==> run_1/final_clocks.png <==
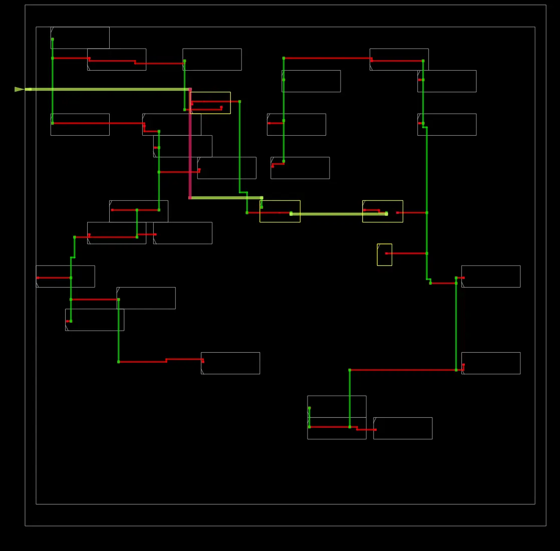
==> run_1/registers.png <==
Scale: 8 px per um. Other sequential cells in the stronger grey, the rest of the logic in the fainter grey.
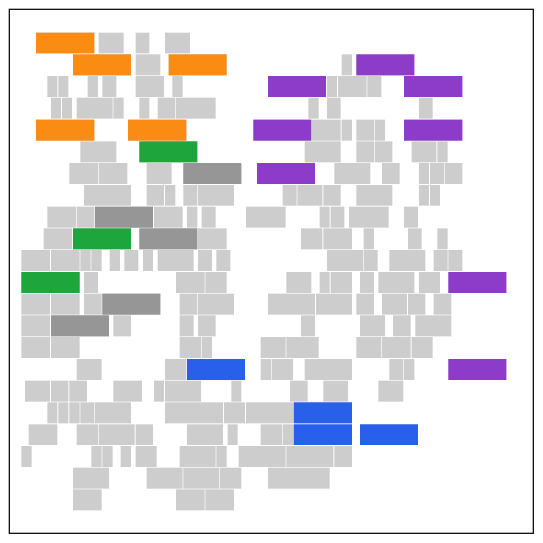
==> run_1/density.png <==
Scale: 6 px per um. 7 x 7 tiles, from white (low) to dark blue (high), 0 to 100% covered.
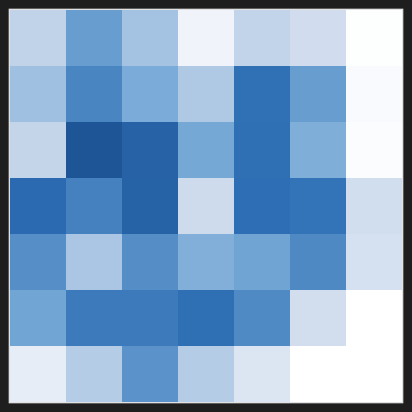
==> run_1/metal_stack.png <==
Scale: 8 px per um.
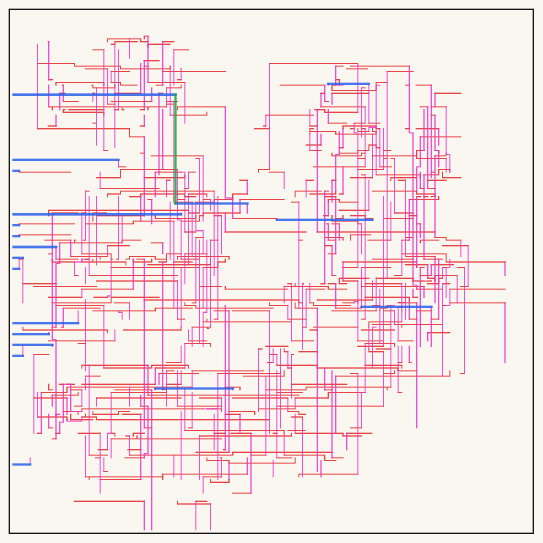
$ cat config.mk
export PLATFORM = sky130hd
export DESIGN_NAME = semaforo_supervisor_flat
export DESIGN_NICKNAME = d
export VERILOG_FILES = /design/src/rtl/semaforo_pkg.sv /design/src/rtl/semaforo_if.sv /design/src/rtl/semaforo_blinker.sv /design/src/rtl/semaforo_supervisor.sv /design/src/flat_wrapper.sv
export SDC_FILE = /design/constraint.sdc
export NUM_CORES = 1
export LEC_CHECK = 0
export ABC_CLOCK_PERIOD_IN_PS = 3000
export CAP_MARGIN = 20
export CORE_MARGIN = 1
export CORE_UTILIZATION = 41
export DETAILED_ROUTE_END_ITERATION = 10
export SYNTH_ARGS = -nofsm -noshare
export SYNTH_HDL_FRONTEND = slang
export SYNTH_SLANG_ARGS = --single-unit
$ cat constraint.sdc
create_clock -name clk -period 3 [get_ports clk]
set_input_delay 0.45 -clock clk [delete_from_list [all_inputs] [get_ports clk]]
set_output_delay 0.45 -clock clk [all_outputs]
set_load 0.02 [all_outputs]
$ cat src/rtl/semaforo_pkg.sv
// Shared state codes, fault codes and decode helpers for the traffic-light supervisor.
// The optional pedestrian WALK output is built only when SEMAFORO_WALK_EN is defined.
package semaforo_pkg;

  typedef logic [3:0] state_code_t;

  localparam state_code_t ST_OFF    = 4'b0001;
  localparam state_code_t ST_RED    = 4'b0010;
  localparam state_code_t ST_YELLOW = 4'b0100;
  localparam state_code_t ST_GREEN  = 4'b1000;

  typedef enum logic [2:0] {
    FLT_NONE          = 3'd0,
    FLT_ILLEGAL_STATE = 3'd1,
    FLT_LAMP_MISMATCH = 3'd2,
    FLT_TRANSITION    = 3'd3,
    FLT_OVERRUN       = 3'd4,
    FLT_UNDERRUN      = 3'd5
  } fault_code_t;

  // Lamp pattern {red, yellow, green} that a legal state code must present.
  function automatic logic [2:0] lamp_decode(input state_code_t s);
    case (s)
      ST_RED:    lamp_decode = 3'b100;
      ST_YELLOW: lamp_decode = 3'b010;
      ST_GREEN:  lamp_decode = 3'b001;
      default:   lamp_decode = 3'b000;
    endcase
  endfunction

  // Holding a state is always a legal step; dropping to OFF is legal from anywhere.
  function automatic logic legal_step(input state_code_t prev, input state_code_t next);
    legal_step = (prev == next) ||
                 (next == ST_OFF) ||
                 (prev == ST_OFF    && next == ST_RED) ||
                 (prev == ST_RED    && next == ST_YELLOW) ||
                 (prev == ST_YELLOW && next == ST_GREEN) ||
                 (prev == ST_GREEN  && next == ST_RED);
  endfunction

endpackage

$ cat src/rtl/semaforo_if.sv
// Bundle between the traffic-light FSM (master) and the supervisor (slave).
interface semaforo_if;
  logic       red_in;
  logic       yellow_in;
  logic       green_in;
  logic [3:0] state_in;
  logic       clear_fault;
  logic       red_out;
  logic       yellow_out;
  logic       green_out;
  logic       walk;
  logic       fault;
  logic [2:0] fault_code;

  modport master (
    output red_in, yellow_in, green_in, state_in, clear_fault,
    input  red_out, yellow_out, green_out, walk, fault, fault_code
  );

  modport slave (
    input  red_in, yellow_in, green_in, state_in, clear_fault,
    output red_out, yellow_out, green_out, walk, fault, fault_code
  );
endinterface

$ cat src/rtl/semaforo_blinker.sv
// Safe-mode yellow blinker: restarts high on start, toggles every BLINK_HALF cycles while run.
module semaforo_blinker #(
  parameter int BLINK_HALF = 25
) (
  input  logic clk,
  input  logic rst,
  input  logic start,
  input  logic run,
  output logic blink
);

  localparam int CW = (BLINK_HALF > 1) ? $clog2(BLINK_HALF) : 1;

  logic [CW-1:0] cnt;

  always_ff @(posedge clk) begin
    if (rst) begin
      cnt   <= '0;
      blink <= 1'b0;
    end else if (start) begin
      cnt   <= '0;
      blink <= 1'b1;
    end else if (run) begin
      if (cnt == CW'(BLINK_HALF - 1)) begin
        cnt   <= '0;
        blink <= ~blink;
      end else begin
        cnt <= cnt + CW'(1);
      end
    end else begin
      cnt   <= '0;
      blink <= 1'b0;
    end
  end

endmodule

$ cat src/rtl/semaforo_supervisor.sv
// Traffic-light supervisor: checks state legality, transitions and dwell, latches the first fault
// and drives safe mode (blinking yellow). WALK lamp logic exists only with SEMAFORO_WALK_EN.
module semaforo_supervisor
  import semaforo_pkg::*;
#(
  parameter int RED_CYCLES    = 51,
  parameter int YELLOW_CYCLES = 11,
  parameter int GREEN_CYCLES  = 41,
  parameter int BLINK_HALF    = 25,
  parameter int CNT_W         = 8
`ifdef SEMAFORO_WALK_EN
  , parameter int WALK_CLEAR  = 8
`endif
) (
  input  logic      clk,
  input  logic      rst,
  semaforo_if.slave bus
);

  state_code_t      prev_state;
  logic [CNT_W-1:0] dwell;
  logic [CNT_W-1:0] dwell_next;
  logic [CNT_W-1:0] exp_prev;
  logic             changed;
  logic             timed_prev;
  logic             viol;
  fault_code_t      viol_code;
  logic             clear_ok;
  logic             fault;
  logic             fault_next;
  fault_code_t      fault_code;
  fault_code_t      fault_code_next;
  logic             blink_start;
  logic             blink;
  logic             red_q;
  logic             yellow_q;
  logic             green_q;

  // dwell holds how many cycles prev_state has been seen, so it lags state_in by one cycle.
  always_comb begin
    changed    = (bus.state_in != prev_state);
    timed_prev = (prev_state == ST_RED) || (prev_state == ST_YELLOW) || (prev_state == ST_GREEN);
    case (prev_state)
      ST_RED:    exp_prev = CNT_W'(RED_CYCLES);
      ST_YELLOW: exp_prev = CNT_W'(YELLOW_CYCLES);
      ST_GREEN:  exp_prev = CNT_W'(GREEN_CYCLES);
      default:   exp_prev = '1;
    endcase
    if (changed)
      dwell_next = CNT_W'(1);
    else if (&dwell)
      dwell_next = dwell;
    else
      dwell_next = dwell + CNT_W'(1);
  end

  always_comb begin
    viol      = 1'b1;
    viol_code = FLT_NONE;
    if (!$onehot(bus.state_in))
      viol_code = FLT_ILLEGAL_STATE;
    else if ({bus.red_in, bus.yellow_in, bus.green_in} != lamp_decode(bus.state_in))
      viol_code = FLT_LAMP_MISMATCH;
    else if (!legal_step(prev_state, bus.state_in))
      viol_code = FLT_TRANSITION;
    else if (!changed && timed_prev && dwell == exp_prev)
      viol_code = FLT_OVERRUN;
    else if (changed && timed_prev && bus.state_in != ST_OFF && dwell < exp_prev)
      viol_code = FLT_UNDERRUN;
    else
      viol = 1'b0;
  end

  // A violation in the clearing cycle re-arms the fault with the new cause.
  always_comb begin
    clear_ok        = bus.clear_fault && (bus.state_in == ST_OFF);
    fault_next      = fault;
    fault_code_next = fault_code;
    blink_start     = 1'b0;
    if (viol && (!fault || clear_ok)) begin
      fault_next      = 1'b1;
      fault_code_next = viol_code;
      blink_start     = 1'b1;
    end else if (clear_ok) begin
      fault_next      = 1'b0;
      fault_code_next = FLT_NONE;
    end
  end

  always_ff @(posedge clk) begin
    if (rst) begin
      prev_state <= ST_OFF;
      dwell      <= '0;
      fault      <= 1'b0;
      fault_code <= FLT_NONE;
      red_q      <= 1'b0;
      yellow_q   <= 1'b0;
      green_q    <= 1'b0;
    end else begin
      prev_state <= bus.state_in;
      dwell      <= dwell_next;
      fault      <= fault_next;
      fault_code <= fault_code_next;
      red_q      <= bus.red_in    && !fault_next;
      yellow_q   <= bus.yellow_in && !fault_next;
      green_q    <= bus.green_in  && !fault_next;
    end
  end

  semaforo_blinker #(
    .BLINK_HALF(BLINK_HALF)
  ) u_blinker (
    .clk  (clk),
    .rst  (rst),
    .start(blink_start),
    .run  (fault_next),
    .blink(blink)
  );

  // yellow_q is forced low in safe mode and blink is low in normal mode, so the OR never overlaps.
  assign bus.red_out    = red_q;
  assign bus.yellow_out = yellow_q | blink;
  assign bus.green_out  = green_q;
  assign bus.fault      = fault;
  assign bus.fault_code = fault_code;

`ifdef SEMAFORO_WALK_EN
  logic walk_q;

  always_ff @(posedge clk) begin
    if (rst)
      walk_q <= 1'b0;
    else
      walk_q <= !fault_next && (bus.state_in == ST_RED) &&
                (dwell_next <= CNT_W'(RED_CYCLES - WALK_CLEAR));
  end

  assign bus.walk = walk_q;
`else
  assign bus.walk = 1'b0;
`endif

endmodule
$ cat src/flat_wrapper.sv
// flat-port wrapper written by rule: the top's interface ports become plain ports
module semaforo_supervisor_flat import semaforo_pkg::*;
#(
  parameter int RED_CYCLES    = 51,
  parameter int YELLOW_CYCLES = 11,
  parameter int GREEN_CYCLES  = 41,
  parameter int BLINK_HALF    = 25,
  parameter int CNT_W         = 8

)
  (clk, rst, bus_red_in, bus_yellow_in, bus_green_in, bus_state_in, bus_clear_fault, bus_red_out, bus_yellow_out, bus_green_out, bus_walk, bus_fault, bus_fault_code);
  semaforo_if bus_i ();
  input  logic clk;
  input  logic rst;
  input wire logic [$bits(bus_i.red_in)-1:0] bus_red_in;
  input wire logic [$bits(bus_i.yellow_in)-1:0] bus_yellow_in;
  input wire logic [$bits(bus_i.green_in)-1:0] bus_green_in;
  input wire logic [$bits(bus_i.state_in)-1:0] bus_state_in;
  input wire logic [$bits(bus_i.clear_fault)-1:0] bus_clear_fault;
  output wire logic [$bits(bus_i.red_out)-1:0] bus_red_out;
  output wire logic [$bits(bus_i.yellow_out)-1:0] bus_yellow_out;
  output wire logic [$bits(bus_i.green_out)-1:0] bus_green_out;
  output wire logic [$bits(bus_i.walk)-1:0] bus_walk;
  output wire logic [$bits(bus_i.fault)-1:0] bus_fault;
  output wire logic [$bits(bus_i.fault_code)-1:0] bus_fault_code;
  assign bus_i.red_in = bus_red_in;
  assign bus_i.yellow_in = bus_yellow_in;
  assign bus_i.green_in = bus_green_in;
  assign bus_i.state_in = bus_state_in;
  assign bus_i.clear_fault = bus_clear_fault;
  assign bus_red_out = bus_i.red_out;
  assign bus_yellow_out = bus_i.yellow_out;
  assign bus_green_out = bus_i.green_out;
  assign bus_walk = bus_i.walk;
  assign bus_fault = bus_i.fault;
  assign bus_fault_code = bus_i.fault_code;
  semaforo_supervisor #(.RED_CYCLES(RED_CYCLES), .YELLOW_CYCLES(YELLOW_CYCLES), .GREEN_CYCLES(GREEN_CYCLES), .BLINK_HALF(BLINK_HALF), .CNT_W(CNT_W)) u_core (.clk(clk), .rst(rst), .bus(bus_i));
endmodule
==> notes.md, run 1 <==
Results of the flow run.

The register clock-pin slew on the reported worst setup and hold paths stands at roughly 0.09 ns. The fraction of final layout cells with drive strength greater than 1 stands at 12.1%. Per the synthesis report, the simple-gate share of the synthesized area is 24.7%. The internal power of the cells stands at 0.000497 W. Along the worst path, the maximum fanout reaches 9.

The registers reported with the highest flop counts are u_core.dwell x8, u_core.u_blinker.cnt x5, u_core.prev_state x4. STA reports the tightest min-delay check as being of type flip-flop to flip-flop. In the layout the commonest cells are sky130_fd_sc_hd__dfxtp_1, sky130_fd_sc_hd__ha_1, sky130_fd_sc_hd__nor2_1, sky130_fd_sc_hd__clkdlybuf4s50_1. After synthesis, the chip area reported by Yosys is 1640 sq um. The synthesis report gives the async set-or-reset register share as 0%. The worst setup path is captured at a flip-flop. The floorplan report gives the top-level pin count as 18.

The total standard cell area after synthesis stands at roughly 1600 sq um. Looking at hold timing, the worst path starts from u_core.bus.fault_code[1]$_SDFFE_PP0P_. OpenSTA lists the critical path startpoint as u_core.prev_state[1]$_SDFF_PP0_. Once the clock tree was built, the setup fixing pass inserted 0 buffers.

Counting flops per register, the top entry is u_core.dwell. VDD sags by at most 0.241 mV. The number of nets at floorplan stands at roughly 210. In this run the number of H-tree levels came out at 1. The met1 track demand over resource in global routing stands at roughly 22%.

Measured along the x axis, the die boundary spans between 60 and 70 um. The worst setup path is launched from a flip-flop. The routed layout reports a DRC error count of 0. The count of instantiated cells in the yosys netlist stands at 179. In the synthesized netlist, the dominant kind of combinational cell is simple AND/OR/NAND/NOR gates. The run finished with clean final reports. The count of buffers added on input and output ports is 16.

According to the dpl log, the detail-placed design has an HPWL of 2.62 mm. The standard-cell row count stands at 22. Summing all placed instances gives a cell area of 1850 sq um. The met2 usage stands at 30.3%. The total CTS buffers stands at 3. The worst endpoint data arrival time stands at 2.86 ns.

The final non-filler cell total stands at 246. The met1 wire length stands at 1.60 mm. The number of nets in the final layout stands at 229. The cell type that accounts for the most area after synthesis is sky130_fd_sc_hd__dfxtp_1.

The proportion of netlist area held by the largest area contributor stands at 30.4%.
Back to the opening pictures, final_clocks.png:
number of sequential cells: 25
final setup skew: 0.00467 ns
clock buffers: 3

Back to the opening pictures, registers.png:
[green] u_core.bus.fault_code | placed flops: 3
[blue] u_core.prev_state | placed flops: 4 | where: bottom centre
[orange] u_core.u_blinker.cnt | placed flops: 5 | where: upper left
[purple] u_core.dwell | placed flops: 8
not coloured: 5

Back to the opening pictures, density.png:
fullest tile: 85%
densest ninth of the die: middle left
mean over tiles: 43%
tiles over 75% full: 10%
emptiest ninth of the die: lower right

Back to the opening pictures, metal_stack.png:
[red] met1 | wire length: 1600 um
[blue] met3 | wire length: 128 um
[magenta] met2 | wire length: 1560 um
[green] met4 | wire length: 13.6 um

## run 1: worst paths after layout
path,cells past startpoint,end,slack [ns]
max,9,u_core.bus.fault_code[0]$_SDFFE_PP0P_,0.33
min,2,u_core.bus.fault_code[1]$_SDFFE_PP0P_,0.47
max reg2reg,9,u_core.bus.fault_code[0]$_SDFFE_PP0P_,0.33
min reg2reg,2,u_core.bus.fault_code[1]$_SDFFE_PP0P_,0.47
## run 1: metrics by stage
step	total power (W)	hold slack [ns]
2_1_floorplan	0.000442	0.430
3_3_place_gp	0.000485	0.440
3_5_place_dp	0.000488	0.458
4_1_cts	0.000696	0.475
5_1_grt	0.000722	0.491
6_report	0.000685	0.471
## run 1: area by class of cell
cell class	instances	area [sq um]
clock buffers	3	41.3
clock inverters	1	5.00
fillers	361	1840
inverters	12	45.0
multi-input cells	136	1050
flip-flops and latches	25	500
well taps	48	60.1
repair buffers	21	198
## run 1: worst max-delay path, stage by stage, from the launching register on
cell	delay [ns]
sky130_fd_sc_hd__dfxtp_1	0.54
sky130_fd_sc_hd__xor2_1	0.12
sky130_fd_sc_hd__o211a_1	0.29
sky130_fd_sc_hd__ha_1	0.35
sky130_fd_sc_hd__and3_1	0.18
sky130_fd_sc_hd__o21ai_0	0.16
sky130_fd_sc_hd__o211ai_1	0.14
sky130_fd_sc_hd__o41ai_2	0.38
sky130_fd_sc_hd__nor2_2	0.16
sky130_fd_sc_hd__o32ai_2	0.27
## run 1: power groups by stage
stage,sequential (W),clock (W),combinational [W]
global route,0.000358,0.000225,0.000140
finish,0.000356,0.000204,0.000125
floorplan,0.000360,0,0.0000817
CTS,0.000356,0.000214,0.000126
detailed placement,0.000363,0,0.000125
global placement,0.000363,0,0.000122
==> run 2: changes to the inputs <==
--- a/config.mk
+++ b/config.mk
@@ -8,7 +8,7 @@
 export ABC_CLOCK_PERIOD_IN_PS = 3000
 export CAP_MARGIN = 20
 export CORE_MARGIN = 1
-export CORE_UTILIZATION = 41
+export CORE_UTILIZATION = 30
 export DETAILED_ROUTE_END_ITERATION = 10
 export SYNTH_ARGS = -nofsm -noshare
 export SYNTH_HDL_FRONTEND = slang
==> run_2/metal_stack.png <==
Scale: 6 px per um.
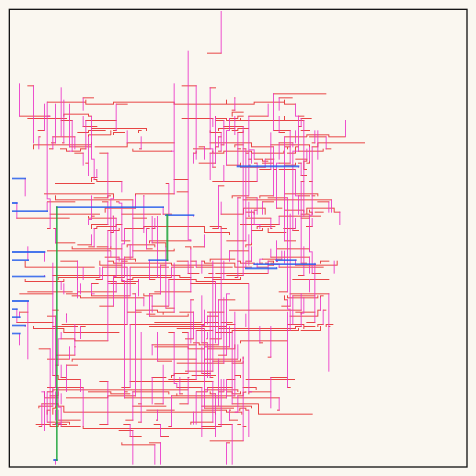
[magenta] met2 | wire length: 1460 um
[red] met1 | wire length: 1580 um
[green] met4 | wire length: 49.6 um
[blue] met3 | wire length: 83.0 um
combined global-route utilization of all metal layers: 12.0%
detail-routed net length per standard cell: 11.8 um
final routed wirelength across all metal layers: 3.17 mm
number of vias after detailed routing: 1307

==> run 2 against run 1 <==
- final cell count up 8.9%
- synthesized cell count unchanged
- sequential share of layout area fell by 0.41 points
- register-to-register slack lost 0.03 ns
- hold slack lost 0.0022 ns
- die area up 35%
- setup slack got worse by 0.028 ns
- non-clock buffer count unchanged
- core utilization decreased by 14 points
- critical path type unchanged
- largest power group unchanged
==> notes.md, run 2 <==
Results of the flow run.

The number of cells on the worst hold path is listed as 2. The worst setup path is launched from a flip-flop. The number of buffers and inverters on the critical path is 0. The maximum clock skew at final layout stands at between 0.004 and 0.005 ns.

At the later pin of the worst-skew pair, clock insertion delay measures 0.27 ns. Among cell families on the critical path, the largest total delay comes from AND-OR/OR-AND gates. The layout contains a multi-input combinational cell count of ~140. Walking the worst path, the cells encountered are xor2_1 > o211a_1 > ha_1 > a21o_1 > o21ai_0 > o211ai_1 > o41ai_2 > nor2_2 > o32ai_2. The number of remaining DRC errors stands at 0.

The final number of max-transition violations stands at 0. The internal power of the cells stands at about 0.00050 W. The proportion of cell area occupied by multi-input gates stands at ~54%. The data arrival time reported for the critical path is around 2.9 ns. In this run the tool buffered the top-level ports with 16 buffer cells. The total number of H-tree levels stands at 1. The maximum fanout count along the critical path stands at 9.

The sequential cells in the finished layout cover a total of 500 sq um. The initial cell density of the core stands at a little under a third. The initial antenna violation count stands at 0. Yosys stat counts 179 cells in the synthesized netlist.

The non-clock buffer share of cell area stands at 10.2%. The setup path with the least slack is of type flip-flop to flip-flop. The root buffer cell chosen for the clock tree is sky130_fd_sc_hd__clkbuf_8. The sum of net half-perimeters after detailed placement stands at 2.48 mm. The number of warnings reported in the yosys synthesis log stands at 0. The number of flops mapped to enable cells by yosys stands at 0. The number of well-tap cells placed stands at 70. The least setup slack across all paths after layout stands at about 0.31 ns. In the CTS report, the clock slew at the register clock pins of the worst setup and hold paths is listed as around 0.090 ns. The number of iterations in the first detailed-routing pass stands at 4. The cell area that synthesis handed to floorplanning was roughly 1600 sq um. The number of global-route vias before repair stands at ~1300. The final layout report lists a non-clock inverter count of 12.

The total of clock buffers placed in the layout stands at 3. Using the TritonRoute via totals, the vias-per-cell ratio works out to 4.88. By area, the class that comes first in the final layout consists of logic gates. The overall power after layout stands at approximately 0.00069 W. Among logic cells in the layout, the one with the most instances is sky130_fd_sc_hd__dfxtp_1. The I/O pin count stands at 18. The Yosys chip area stands at 1640 sq um. The fill cell total of the finished layout stands at 575. The async set-or-reset flop fraction in the synthesized netlist stands at 0%. The cell depth of the worst setup path stands at 9.

Counting every net in the synthesized netlist gives 209. The sequential cell count of the final layout stands at 25. The number of placed instances, taps included, is 264. The flow ran to the end, and the final reports show no timing, DRC or antenna violations. The largest vdd supply drop stands at between 0.2 and 0.25 mV. Cells with a size suffix above 1 make up between 10% and 20% of the layout.

According to the finish report, the design has a final net count of 229. Looking at the gate-level netlist, the highest instance count belongs to sky130_fd_sc_hd__dfxtp_1. The die is 76.0 um wide. Counting flops per register, the top entry is u_core.dwell. sky130_fd_sc_hd__dfxtp_1 takes more of the synthesized area than any other cell. The registers reported with the highest flop counts are u_core.dwell x8, u_core.u_blinker.cnt x5, u_core.prev_state x4. The final report lists a non-filler cell total of 268. The number of signal-net buffers in the layout stands at 21. The final critical delay including setup and external delays stands at 2.69 ns. In this run the power spent charging and discharging nets is 0.000191 W.

Of all the cell area in the finished design, the clock network holds 2.53%. The fraction of cell area in sequential cells is reported as around a quarter. Per the synthesis report, the single largest cell type by area occupies between 30% and 40% of cell area. The worst hold path belongs to the class flip-flop to flip-flop. Hold is met by 0.469 ns. The delay of the slowest cell on the worst path stands at 0.57 ns. The cell area reported after detailed placement stands at 1880 sq um.

Post-CTS timing repair inserted 0 buffers for setup. Looking at the critical path, the single cell with the biggest stage delay is sky130_fd_sc_hd__dfxtp_1. The standard-cell row count stands at 26. Leaving out fill and tap cells, the most frequent cells in the layout are sky130_fd_sc_hd__dfxtp_1, sky130_fd_sc_hd__ha_1, sky130_fd_sc_hd__nor2_1, sky130_fd_sc_hd__clkdlybuf4s50_1. The layout report lists the multi-input gate area as 1050 sq um. The slack of the worst reg-to-reg path stands at 0.31 ns.

STA shows the worst reg2reg path with a cell count of 9. The worst setup path is captured at a flip-flop. The iteration-0 DRC count of the detailed router stands at 50. Per the TritonCTS log, the buffer count is 3.
-- run 2: cell counts after synthesis --
Identical to the previous run, type by type.
-- run 2: power by group through the flow --
stage          clock [W]  combinational (W)  sequential [W]
6_report        0.000208           0.000125        0.000356
3_3_place_gp           0           0.000123        0.000364
3_5_place_dp           0           0.000125        0.000364
4_1_cts         0.000217           0.000127        0.000356
5_1_grt         0.000230           0.000139        0.000359
2_1_floorplan          0          0.0000817        0.000360
-- run 2: cell families (layout without fill, tap and decap cells) --
logic type               Yosys count  after routing  share of synthesized area [%]
AND/OR/NAND/NOR                   71             71                           24.7
flip-flops                        25             25                           30.4
adder cells (fa/ha/maj)           20             20                           15.7
XOR/XNOR                          14             14                           9.28
multiplexers                       2              2                           1.22
other                              1              1                          0.228
buffers and inverters             18             37                           5.71
AND-OR/OR-AND                     28             28                           12.8
-- run 2: layer usage --
metal / GRT usage, % / wire, um / up-vias
li1: - / - / 662
met1: 15.9 / 1580 / 617
met5: 0 / 0 / -
met2: 19.9 / 1460 / 24
met4: 5.00 / 49 / 0
met3: 1.20 / 83 / 4
-- run 2: path summary, 6_finish.rpt --
kind                                                       startpoint                                     to
worst max-delay path                  u_core.prev_state[1]$_SDFF_PP0_  u_core.bus.fault_code[0]$_SDFFE_PP0P_
worst min-delay path            u_core.bus.fault_code[1]$_SDFFE_PP0P_  u_core.bus.fault_code[1]$_SDFFE_PP0P_
worst max register to register        u_core.prev_state[1]$_SDFF_PP0_  u_core.bus.fault_code[0]$_SDFFE_PP0P_
worst min register to register  u_core.bus.fault_code[1]$_SDFFE_PP0P_  u_core.bus.fault_code[1]$_SDFFE_PP0P_
Power figures rest on the tool's default switching activity, not on a simulated workload.
